--- src/rtl/rxpy_bytebuf_if.sv ---
// Port bundle for the receive payload byte buffer: decoder-side bit stream
// in, host-side FIFO read and packet status out.
interface rxpy_bytebuf_if #(
  parameter int unsigned AW = 5
);
  logic          rx_st_p;
  logic          rx_bit_valid;
  logic          rx_bit;
  logic [1:0]    hdr_bytes;
  logic [9:0]    dec_pylenByte;
  logic [9:0]    fixed_len;
  logic          rx_end_p;
  logic          dec_crcgood;
  logic          rd_en;
  logic [7:0]    rd_data;
  logic          rd_empty;
  logic [AW:0]   fifo_count;
  logic [9:0]    pkt_bytes;
  logic          pkt_done;
  logic          pkt_crcgood;
  logic          overflow;

  // Driver side: payload decoder plus host reader
  modport master (
    output rx_st_p, rx_bit_valid, rx_bit, hdr_bytes, dec_pylenByte, fixed_len,
           rx_end_p, dec_crcgood, rd_en,
    input  rd_data, rd_empty, fifo_count, pkt_bytes, pkt_done, pkt_crcgood,
           overflow
  );

  // Byte buffer side
  modport slave (
    input  rx_st_p, rx_bit_valid, rx_bit, hdr_bytes, dec_pylenByte, fixed_len,
           rx_end_p, dec_crcgood, rd_en,
    output rd_data, rd_empty, fifo_count, pkt_bytes, pkt_done, pkt_crcgood,
           overflow
  );
endinterface

--- src/rtl/rxpy_bytebuf.sv ---
// Receive payload byte buffer: strips header bits, packs data bits LSB-first
// into bytes, queues them in a FWFT FIFO and reports byte count / CRC status.
module rxpy_bytebuf #(
  parameter int unsigned DEPTH = 32,
  parameter int unsigned AW    = 5
) (
  input  logic           clk_6M,
  input  logic           rst,
  rxpy_bytebuf_if.slave  bus
);

  localparam int unsigned CW      = AW + 1;
  localparam logic [9:0]  LEN_MAX = 10'd1021;

  typedef enum logic [2:0] {
    S_IDLE  = 3'd0,
    S_HDR   = 3'd1,
    S_DATA  = 3'd2,
    S_DRAIN = 3'd3,
    S_DONE  = 3'd4
  } state_e;

  state_e          state_q, state_d;
  logic [4:0]      bitcnt_q;
  logic [7:0]      shreg_q;
  logic [9:0]      len_q;
  logic [9:0]      bytecnt_q;
  logic [1:0]      hdr_q;
  logic [AW-1:0]   wptr_q, rptr_q;
  logic [CW-1:0]   count_q;
  logic [9:0]      pkt_bytes_q;
  logic            pkt_done_q;
  logic            crc_q;
  logic            overflow_q;
  logic [7:0]      mem_q [DEPTH];

  logic            clr_c, end_acc_c, hdr_strobe_c, hdr_last_c;
  logic            shift_c, wr_req_c, last_byte_c;
  logic            full_c, rd_ok_c, wr_ok_c, drop_c;
  logic [7:0]      byte_c;
  logic [9:0]      hdr_len_c, fix_len_c;

  function automatic logic [9:0] clamp_len(input logic [9:0] x);
    return (x > LEN_MAX) ? LEN_MAX : x;
  endfunction

  always_ff @(posedge clk_6M or posedge rst) begin
    if (rst) state_q <= S_IDLE;
    else     state_q <= state_d;
  end

  // Event decode; rx_st_p beats rx_end_p, which beats a bit strobe
  always_comb begin
    clr_c        = bus.rx_st_p;
    end_acc_c    = 1'b0;
    hdr_strobe_c = 1'b0;
    shift_c      = 1'b0;
    hdr_last_c   = (bitcnt_q == ({hdr_q, 3'b000} - 5'd1));
    last_byte_c  = (bytecnt_q == (len_q - 10'd1));
    if (!clr_c) begin
      end_acc_c    = bus.rx_end_p &&
                     ((state_q == S_HDR) || (state_q == S_DATA) || (state_q == S_DRAIN));
      hdr_strobe_c = !bus.rx_end_p && bus.rx_bit_valid && (state_q == S_HDR);
      shift_c      = !bus.rx_end_p && bus.rx_bit_valid && (state_q == S_DATA);
    end
    wr_req_c = shift_c && (bitcnt_q[2:0] == 3'd7);
  end

  always_comb begin
    state_d = state_q;
    if (clr_c) begin
      state_d = (bus.hdr_bytes != 2'd0) ? S_HDR : S_DATA;
    end else if (end_acc_c) begin
      state_d = S_DONE;
    end else begin
      case (state_q)
        S_HDR:   if (hdr_strobe_c && hdr_last_c)
                   state_d = (hdr_len_c == 10'd0) ? S_DRAIN : S_DATA;
        S_DATA:  if (wr_req_c && last_byte_c) state_d = S_DRAIN;
        default: state_d = state_q;
      endcase
    end
  end

  assign hdr_len_c = clamp_len(bus.dec_pylenByte);
  assign fix_len_c = clamp_len(bus.fixed_len);
  assign byte_c    = {bus.rx_bit, shreg_q[7:1]};
  assign full_c    = (count_q == CW'(DEPTH));
  assign rd_ok_c   = bus.rd_en && (count_q != '0) && !clr_c;
  assign wr_ok_c   = wr_req_c && (!full_c || bus.rd_en);
  assign drop_c    = wr_req_c && full_c && !bus.rd_en;

  always_ff @(posedge clk_6M or posedge rst) begin
    if (rst) begin
      bitcnt_q    <= '0;
      shreg_q     <= '0;
      len_q       <= '0;
      bytecnt_q   <= '0;
      hdr_q       <= '0;
      wptr_q      <= '0;
      rptr_q      <= '0;
      count_q     <= '0;
      pkt_bytes_q <= '0;
      pkt_done_q  <= 1'b0;
      crc_q       <= 1'b0;
      overflow_q  <= 1'b0;
    end else if (clr_c) begin
      bitcnt_q    <= '0;
      shreg_q     <= '0;
      len_q       <= (bus.hdr_bytes == 2'd0) ? fix_len_c : 10'd0;
      bytecnt_q   <= '0;
      hdr_q       <= bus.hdr_bytes;
      wptr_q      <= '0;
      rptr_q      <= '0;
      count_q     <= '0;
      pkt_bytes_q <= '0;
      pkt_done_q  <= 1'b0;
      crc_q       <= 1'b0;
      overflow_q  <= 1'b0;
    end else begin
      pkt_done_q <= end_acc_c;
      if (end_acc_c) begin
        crc_q    <= bus.dec_crcgood;
        bitcnt_q <= '0;
        shreg_q  <= '0;
      end
      if (hdr_strobe_c) begin
        bitcnt_q <= hdr_last_c ? 5'd0 : bitcnt_q + 5'd1;
        if (hdr_last_c) len_q <= hdr_len_c;
      end
      if (shift_c) begin
        shreg_q  <= byte_c;
        bitcnt_q <= 5'(bitcnt_q[2:0] + 3'd1);
      end
      if (wr_req_c) bytecnt_q <= bytecnt_q + 10'd1;
      if (wr_ok_c) wptr_q <= wptr_q + AW'(1);
      if (rd_ok_c) rptr_q <= rptr_q + AW'(1);
      count_q <= count_q + CW'(wr_ok_c) - CW'(rd_ok_c);
      if (wr_ok_c && (pkt_bytes_q != LEN_MAX)) pkt_bytes_q <= pkt_bytes_q + 10'd1;
      if (drop_c) overflow_q <= 1'b1;
    end
  end

  // Storage needs no reset: reads are masked while empty
  always_ff @(posedge clk_6M) begin
    if (wr_ok_c) mem_q[wptr_q] <= byte_c;
  end

  assign bus.rd_empty    = (count_q == '0);
  assign bus.rd_data     = (count_q == '0) ? 8'h00 : mem_q[rptr_q];
  assign bus.fifo_count  = count_q;
  assign bus.pkt_bytes   = pkt_bytes_q;
  assign bus.pkt_done    = pkt_done_q;
  assign bus.pkt_crcgood = crc_q;
  assign bus.overflow    = overflow_q;

endmodule

--- src/flat_wrapper.sv ---
// flat-port wrapper written by rule: the top's interface ports become plain ports
module rxpy_bytebuf_flat 
#(
  parameter int unsigned DEPTH = 32,
  parameter int unsigned AW    = 5
)
  (clk_6M, rst, bus_rx_st_p, bus_rx_bit_valid, bus_rx_bit, bus_hdr_bytes, bus_dec_pylenByte, bus_fixed_len, bus_rx_end_p, bus_dec_crcgood, bus_rd_en, bus_rd_data, bus_rd_empty, bus_fifo_count, bus_pkt_bytes, bus_pkt_done, bus_pkt_crcgood, bus_overflow);
  rxpy_bytebuf_if #(.AW(AW)) bus_i ();
  input  logic clk_6M;
  input  logic rst;
  input wire logic [$bits(bus_i.rx_st_p)-1:0] bus_rx_st_p;
  input wire logic [$bits(bus_i.rx_bit_valid)-1:0] bus_rx_bit_valid;
  input wire logic [$bits(bus_i.rx_bit)-1:0] bus_rx_bit;
  input wire logic [$bits(bus_i.hdr_bytes)-1:0] bus_hdr_bytes;
  input wire logic [$bits(bus_i.dec_pylenByte)-1:0] bus_dec_pylenByte;
  input wire logic [$bits(bus_i.fixed_len)-1:0] bus_fixed_len;
  input wire logic [$bits(bus_i.rx_end_p)-1:0] bus_rx_end_p;
  input wire logic [$bits(bus_i.dec_crcgood)-1:0] bus_dec_crcgood;
  input wire logic [$bits(bus_i.rd_en)-1:0] bus_rd_en;
  output wire logic [$bits(bus_i.rd_data)-1:0] bus_rd_data;
  output wire logic [$bits(bus_i.rd_empty)-1:0] bus_rd_empty;
  output wire logic [$bits(bus_i.fifo_count)-1:0] bus_fifo_count;
  output wire logic [$bits(bus_i.pkt_bytes)-1:0] bus_pkt_bytes;
  output wire logic [$bits(bus_i.pkt_done)-1:0] bus_pkt_done;
  output wire logic [$bits(bus_i.pkt_crcgood)-1:0] bus_pkt_crcgood;
  output wire logic [$bits(bus_i.overflow)-1:0] bus_overflow;
  assign bus_i.rx_st_p = bus_rx_st_p;
  assign bus_i.rx_bit_valid = bus_rx_bit_valid;
  assign bus_i.rx_bit = bus_rx_bit;
  assign bus_i.hdr_bytes = bus_hdr_bytes;
  assign bus_i.dec_pylenByte = bus_dec_pylenByte;
  assign bus_i.fixed_len = bus_fixed_len;
  assign bus_i.rx_end_p = bus_rx_end_p;
  assign bus_i.dec_crcgood = bus_dec_crcgood;
  assign bus_i.rd_en = bus_rd_en;
  assign bus_rd_data = bus_i.rd_data;
  assign bus_rd_empty = bus_i.rd_empty;
  assign bus_fifo_count = bus_i.fifo_count;
  assign bus_pkt_bytes = bus_i.pkt_bytes;
  assign bus_pkt_done = bus_i.pkt_done;
  assign bus_pkt_crcgood = bus_i.pkt_crcgood;
  assign bus_overflow = bus_i.overflow;
  rxpy_bytebuf #(.DEPTH(DEPTH), .AW(AW)) u_core (.clk_6M(clk_6M), .rst(rst), .bus(bus_i));
endmodule
--- config.mk ---
export PLATFORM = sky130hd
export DESIGN_NAME = rxpy_bytebuf_flat
export DESIGN_NICKNAME = d
export VERILOG_FILES = /design/src/rtl/rxpy_bytebuf_if.sv /design/src/rtl/rxpy_bytebuf.sv /design/src/flat_wrapper.sv
export SDC_FILE = /design/constraint.sdc
export NUM_CORES = 1
export LEC_CHECK = 0
export CORE_MARGIN = 2
export CORE_UTILIZATION = 55
export CTS_BUF_LIST = sky130_fd_sc_hd__clkbuf_8
export CTS_CLUSTER_SIZE = 12
export DETAILED_ROUTE_END_ITERATION = 8
export PLACE_DENSITY = 0.73
export SLEW_MARGIN = 20
export SYNTH_ARGS = -nofsm -noshare
export SYNTH_HDL_FRONTEND = slang
export SYNTH_SLANG_ARGS = --single-unit
export TNS_END_PERCENT = 20
--- constraint.sdc ---
create_clock -name clk_6M -period 7.65 [get_ports clk_6M]
set_clock_uncertainty 0.2 [all_clocks]
set_input_delay 1.53 -clock clk_6M [delete_from_list [all_inputs] [get_ports clk_6M]]
set_output_delay 1.53 -clock clk_6M [all_outputs]
set_load 0.01 [all_outputs]
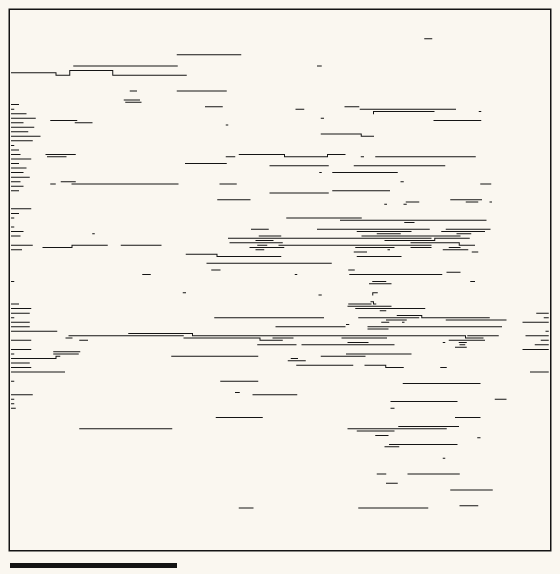
Run 1: met3 routing
The bar under the picture is 50 um long.
wire length on this layer: 2190 um
share of all routed wire: 7.6%
longest straight run: 81.9 um

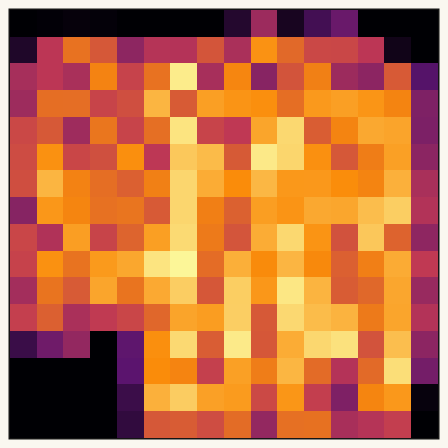
Run 1: cell area per tile
The die is cut into 16 by 16 equal tiles; black is low, pale yellow is high, 0 to 100% covered.
densest ninth of the die: middle
emptiest ninth of the die: bottom left
mean over tiles: 58%
floorplan utilization: 56.3%
Core Util, Final: 63.8%

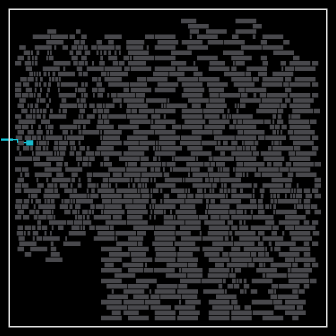
Run 1: nets reached from selected ports
| colour | port | direction | edge | end cells | buffers | wire |
|---|---|---|---|---|---|---|
| cyan | bus_dec_crcgood | input | left | 1 | 1 | 6.40 um |
input/output buffers: 57
Ports: 58

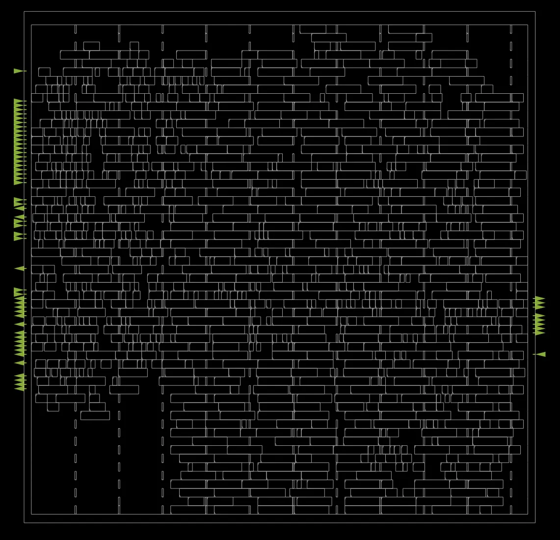
Run 1: cell outlines without signal wires
site row count: 57
final cell count without fillers: 1348
Core Box Area: 0.0244 mm2

==> flow_metrics.py, run 1 <==
# Synthesis and PnR figures
metrics = {
    "global_routing": {
        "top_usage_layer": "met2",
    },
    "cells_and_area": {
        "drive_above_1_share_pct": 12.4,
        "num-clock-buffers": 53,
        "lay_top_count": "edfxtp_1",
        "comb_area_mm2": 0.00413,
    },
    "logic_synthesis": {
        "logic_family": "multiplexers",
        "synthFlopType": "edfxtp_1",
        "netlist_top_cells_count": "edfxtp_1, nor2_1, mux2i_1",
        "ys_seq_share_pct": 68.0,
        "aoi_share_pct": 7.02,
        "synth_top_area_share_pct": 56.0,
        "fa_ha_area_share_pct": 1.97,
    },
    "cts": {
        "clock-sinks": 322,
    },
    "route": {
        "dr.pass1.iters": 5,
        "vias_per_cell": 5.96,
        "wl_met2_mm": 13.3,
    },
    "timing": {
        "maxSlewHeadroom_pct": 39.8,
    },
    "status": {
        "status": "complete, no violations",
    },
    "critical_path": {
        "cp_cell_sequence": "clkinv_1, o221ai_1, o22ai_1, a21oi_1, a21oi_1, nor2_1, clkdlybuf4s50_1",
        "rr_worst_depth": 15,
        "rr_endpoint": "u_core.bus.fifo_count[4]",
        "crit_cells": 7,
        "crit_top_cell": "a21oi_1",
        "endpoint": "bus_rd_data[4]",
    },
    "power": {
        "power_mw": 3.94,
    },
    "die": {
        "die_h_um": 162,
    },
}
==> run 1 -> run 2 <==
Clock period 7.65 ns to 5.5 ns, I/O delays scaled along.
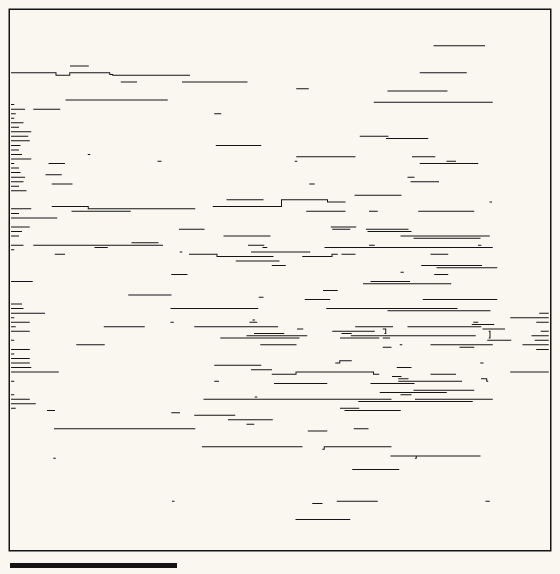
Run 2: met3 routing
The bar under the picture is 50 um long.
main direction: horizontal
wire length on this layer: 2000 um
longest straight run: 56.1 um
share of all routed wire: 6.9%
DRT Wirelength: 29.2 mm
GR Layer Usage met3: 4.26%
via count: 8043

==> run 2 against run 1 <==
  * Setup slack got worse by 1600 ps
  * Power increased by 40%
  * Combinational power increased by 37%
  * Worst hold slack improved by 4.5 ps
  * Global-route usage increased by 0.70 points
  * Register-to-register slack got worse by 2200 ps
  * Synthesized area unchanged
  * Non-clock buffer count increased by 11
  * Synthesized cell count unchanged
  * Wire length increased by 1.3%
==> flow_metrics.py, run 2 <==
# Synthesis and PnR figures
metrics = {
    "route": {
        "drc_errors": 0,
        "drt_first_iter_violations": 790,
        "wl_met2_mm": 13.6,
        "dr.pass1.iters": 5,
        "vias_per_cell": 5.93,
        "met1_length_mm": 12.9,
    },
    "die": {
        "rows": 57,
        "die_h_um": 162,
        "fp_util_pct": 56.3,
        "core-area_mm2": 0.0244,
        "io_pins": 58,
    },
    "timing": {
        "maxSlewHeadroom_pct": 42.1,
    },
    "logic_synthesis": {
        "synthFlopType": "edfxtp_1",
        "logic_family": "multiplexers",
        "synthDistinctLibCells": 61,
        "ys_seq_share_pct": 68.0,
        "fa_ha_area_share_pct": 1.97,
        "synth_top_area_share_pct": 56.0,
        "netlist_top_cells_count": "edfxtp_1, nor2_1, mux2i_1",
        "aoi_share_pct": 7.02,
    },
    "critical_path": {
        "cp_cell_sequence": "buf_12, buf_12, mux2i_1, o221ai_1, o22ai_1, a21oi_1, a21oi_1, nor2_1, clkdlybuf4s50_1",
        "rr_worst_depth": 15,
        "rr_endpoint": "u_core.bus.fifo_count[4]",
        "crit_cells": 9,
        "endpoint": "bus_rd_data[6]",
        "rrSetupSlack_ps": 1470,
        "timing.critical_path.buf_inv": 3,
    },
    "cells_and_area": {
        "lay_top_count": "edfxtp_1",
        "drive_above_1_share_pct": 13.1,
        "num-clock-buffers": 55,
        "fin_cells": 1356,
        "fin_area_mm2": 0.0156,
        "comb_area_mm2": 0.00413,
    },
    "power": {
        "maxPowerGroup": "registers",
        "power_mw": 5.51,
        "p_leak_nw": 5.56,
    },
    "global_routing": {
        "grt_usage_pct": 23.0,
        "top_usage_layer": "met2",
    },
    "status": {
        "status": "complete, no violations",
    },
    "cts": {
        "clock-sinks": 322,
    },
    "place": {
        "port_buffers": 57,
    },
}
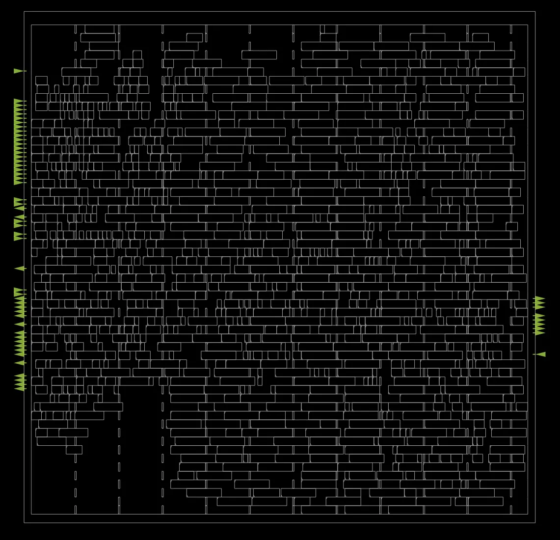
Run 2: cell outlines without signal wires
Core Util, Final: 64.1%
flop share of the area: 59.8%

==> run 2 -> run 3 <==
Settings changed: HOLD_SLACK_MARGIN set to 0.06.
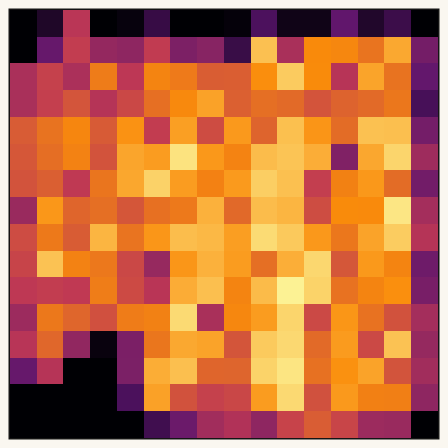
Run 3: cell area per tile
The die is cut into 16 by 16 equal tiles; black is low, pale yellow is high, 0 to 100% covered.

==> run 3 against run 2 <==
  * Worst hold slack stayed put
  * Critical endpoint unchanged
  * Synthesized cell count did not move
  * Register-to-register slack about the same
  * Critical path depth unchanged
  * First-iteration DRC count did not move
  * Power stayed put
  * Die area unchanged
==> flow_metrics.py, run 3 <==
# Synthesis and PnR figures
metrics = {
    "cells_and_area": {
        "fin_area_mm2": 0.0156,
        "seq_area_share_pct": 59.8,
        "drive_above_1_share_pct": 13.1,
        "comb_area_mm2": 0.00413,
    },
    "power": {
        "p_leak_nw": 5.56,
        "power_mw": 5.51,
        "maxPowerGroup": "registers",
    },
    "critical_path": {
        "endpoint": "bus_rd_data[6]",
        "timing.critical_path.buf_inv": 3,
        "rr_worst_depth": 15,
    },
    "logic_synthesis": {
        "ys_seq_share_pct": 68.0,
        "synthDistinctLibCells": 61,
        "aoi_share_pct": 7.02,
        "netlist_top_cells_count": "edfxtp_1, nor2_1, mux2i_1",
        "logic_family": "multiplexers",
        "synthFlopType": "edfxtp_1",
        "synth_top_area_share_pct": 56.0,
    },
    "die": {
        "die_h_um": 162,
        "io_pins": 58,
        "core-area_mm2": 0.0244,
        "fp_util_pct": 56.3,
    },
    "global_routing": {
        "grtUsageMet3_pct": 4.26,
    },
    "route": {
        "wl_met2_mm": 13.6,
        "drc_errors": 0,
        "vias": 8043,
        "drt_first_iter_violations": 790,
        "vias_per_cell": 5.93,
    },
    "timing": {
        "maxSlewHeadroom_pct": 42.1,
    },
    "place": {
        "port_buffers": 57,
    },
    "cts": {
        "clock-sinks": 322,
    },
    "status": {
        "status": "complete, no violations",
    },
}
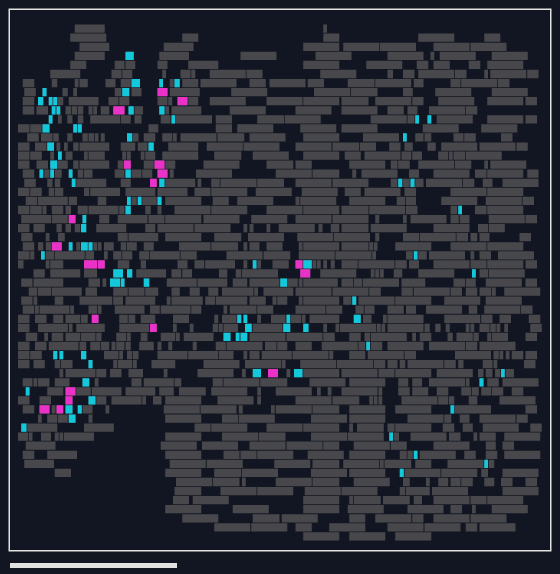
Run 3: selected gate families
The bar under the picture is 50 um long.
| colour | family | cells | most used |
|---|---|---|---|
| cyan | nand cells | 87 | nand2_1 |
| magenta | and/or cells | 20 | and4_1 |
Comb/total area: 26.4%
final cell count without fillers: 1356
most frequent logic cell in the layout: edfxtp_1

Power figures rest on the tool's default switching activity, not on a simulated workload.
